## config.mk

```make
export PLATFORM = sky130hd
export DESIGN_NAME = deserializer
export DESIGN_NICKNAME = d
export VERILOG_FILES = /design/src/rtl/deserializer.sv
export SDC_FILE = /design/constraint.sdc
export NUM_CORES = 1
export LEC_CHECK = 0
export CELL_PAD_IN_SITES_DETAIL_PLACEMENT = 1
export CELL_PAD_IN_SITES_GLOBAL_PLACEMENT = 2
export CORE_MARGIN = 1.5
export CORE_UTILIZATION = 33
export DETAILED_ROUTE_END_ITERATION = 7
export PLACE_DENSITY_LB_ADDON = 0.08
export SLEW_MARGIN = 40
export SYNTH_ARGS = -nofsm -noshare
export SYNTH_HDL_FRONTEND = slang
export SYNTH_SLANG_ARGS = --single-unit
```

## constraint.sdc

```tcl
create_clock -name i_clk -period 2.1 [get_ports i_clk]
set_input_delay 0.315 -clock i_clk [delete_from_list [all_inputs] [get_ports i_clk]]
set_output_delay 0.315 -clock i_clk [all_outputs]
set_load 0.02 [all_outputs]
```

## src/rtl/deserializer.sv

```systemverilog
// rtl/deserializer.sv - LSB-first bit-serial to parallel word receiver with one-entry output register
module deserializer #(
   parameter int DATA_WIDTH = 8
) (
   input  logic                  i_clk,
   input  logic                  i_rst_n,
   input  logic                  i_valid,
   input  logic                  i_data,
   output logic [DATA_WIDTH-1:0] o_data,
   output logic                  o_valid,
   input  logic                  i_ready,
   output logic                  o_busy,
   output logic                  o_frame_err,
   output logic                  o_overrun
);

   localparam int CW = $clog2(DATA_WIDTH);
   localparam logic [CW-1:0] LAST = CW'(DATA_WIDTH - 1);

   logic [CW-1:0]         cnt_q, cnt_d;
   logic [DATA_WIDTH-1:0] sr_q, sr_d;
   logic [DATA_WIDTH-1:0] data_q, data_d;
   logic                  valid_q, valid_d;
   logic                  frame_err_q, frame_err_d;
   logic                  overrun_q, overrun_d;
   logic [DATA_WIDTH-1:0] word;
   logic                  complete;

   // State register: cnt is the FSM state (0 = IDLE, otherwise SHIFT).
   always_ff @(posedge i_clk) begin
      if (!i_rst_n) begin
         cnt_q       <= '0;
         sr_q        <= '0;
         data_q      <= '0;
         valid_q     <= 1'b0;
         frame_err_q <= 1'b0;
         overrun_q   <= 1'b0;
      end else begin
         cnt_q       <= cnt_d;
         sr_q        <= sr_d;
         data_q      <= data_d;
         valid_q     <= valid_d;
         frame_err_q <= frame_err_d;
         overrun_q   <= overrun_d;
      end
   end

   // Next-state logic: bit capture, word completion and abort.
   always_comb begin
      cnt_d       = cnt_q;
      sr_d        = sr_q;
      frame_err_d = 1'b0;
      word        = {i_data, sr_q[DATA_WIDTH-1:1]};
      complete    = i_valid && (cnt_q == LAST);
      if (i_valid) begin
         sr_d  = word;
         cnt_d = complete ? '0 : cnt_q + 1'b1;
      end else if (cnt_q != '0) begin
         cnt_d       = '0;
         frame_err_d = 1'b1;
      end
   end

   // Output register: a consume and a load on the same edge leave o_valid set.
   always_comb begin
      data_d    = data_q;
      valid_d   = valid_q;
      overrun_d = 1'b0;
      if (valid_q && i_ready) begin
         valid_d = 1'b0;
      end
      if (complete) begin
         if (!valid_q || i_ready) begin
            data_d  = word;
            valid_d = 1'b1;
         end else begin
            overrun_d = 1'b1;
         end
      end
   end

   assign o_data      = data_q;
   assign o_valid     = valid_q;
   assign o_busy      = (cnt_q != '0);
   assign o_frame_err = frame_err_q;
   assign o_overrun   = overrun_q;

endmodule

```

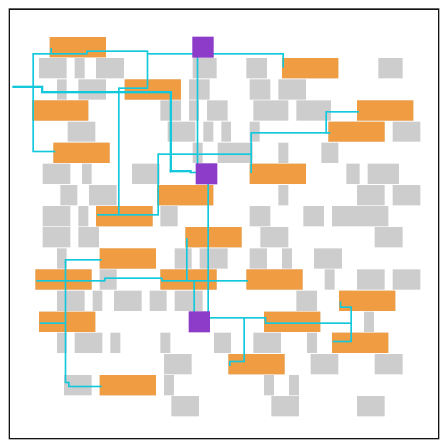
(routed clock nets over the placement)
[clock-net drivers] purple | count: 3
[flip-flops] orange | count: 21
[clock wires] cyan | length: 302 µm
routed clock nets: 4

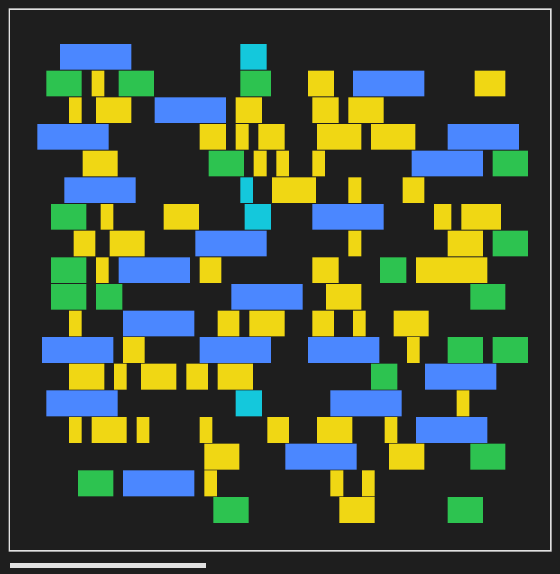
(placed cells, one colour a class)
The bar under the picture is 20 µm long.
| class | colour | cells | share of their area |
|---|---|---|---|
| clock drivers and dummy loads | cyan | 4 | 2.5% |
| remaining logic cells | yellow | 60 | 41% |
| sequential cells | blue | 21 | 40% |
| remaining buffers and delay cells | green | 19 | 17% |

==> flow_summary.json <==
{
  "synthArstFlopShare_pct": 0,
  "crit_arrival_ns": 1.53,
  "status": "finished clean",
  "cellPowerDensity_nw_per_um2": 606,
  "ys_area_um2": 896,
  "grt.overflow.total": 0,
  "drt_wl_total_mm": 1.66,
  "syn_area_per_cell_um2": 10.4,
  "fin_skew_ns": 0.00745,
  "maxPowerGroup": "sequential cells",
  "use_met3_pct": 2.42,
  "finalHoldViolations": 0,
  "max-cap-violations": 0,
  "gr-usage-met2_pct": 21.0,
  "antennaDiodeCount": 0,
  "switching_power_mw": 0.158,
  "required_ns": 1.78,
  "postCtsResizedCells": 1,
  "setup_tns_ns": 0,
  "internal-power_mw": 0.506,
  "gp_congestion": 0.646,
  "max_freq_mhz": 543,
  "final_cell_mix": "21 x dfxtp_1, 18 x nand2_1, 15 x mux2i_1, 15 x clkdlybuf4s50_1, 8 x nor2b_1",
  "path_class": "flip-flop to output pin",
  "ff_type": "dfxtp_1",
  "ys_types": 21,
  "place_area_um2": 1070,
  "finalNonFillerCells": 134,
  "clkPwrFrac_pct": 29.9,
  "ys_seq_share_pct": 46.9,
  "wl_per_cell_um": 12.4,
  "swShare_pct": 23.8,
  "leakagePower_nw": 0.417,
  "edf_count": 0,
  "vdd_drop_max_mv": 0.321,
  "nNonClkInverters": 3,
  "cts_tree": "done",
  "top_layer": "met4",
  "use_met1_pct": 15.7,
  "lay_top_count": "dfxtp_1",
  "gr-usage-all-layers_pct": 12.9,
  "synth_flop_count": 21,
  "reg2reg_depth": 5,
  "n_all_buffers": 19,
  "drtIter0Drc": 2,
  "powerClk_mw": 0.199,
  "initial_core_util_pct": 35.5
}
[kinds of logic (layout without fill, tap and decap cells)]
family                   count (synthesis)  count (layout)  synth area share (%)
flip-flops                              21              21                  46.9
adder cells (fa/ha/maj)                  3               3                  4.19
AND-OR/OR-AND                            3               3                  2.23
multiplexers                            15              15                  16.8
AND/OR/NAND/NOR                         36              36                  23.6
buffers and inverters                    8              26                  6.28
[sequential cells by signal, summed over array words and instances (netlist names)]
signal / count
o_data: 8
sr_q: 7
cnt_q: 3
o_frame_err: 1
o_overrun: 1
o_valid: 1
[worst max-delay path: stages, from the launching register on]
cell and delay [ns]:
dfxtp_1 0.40, inv_1 0.06, ha_1 0.19, and2b_1 0.19, inv_1 0.06, dlygate4sd2_1 0.32
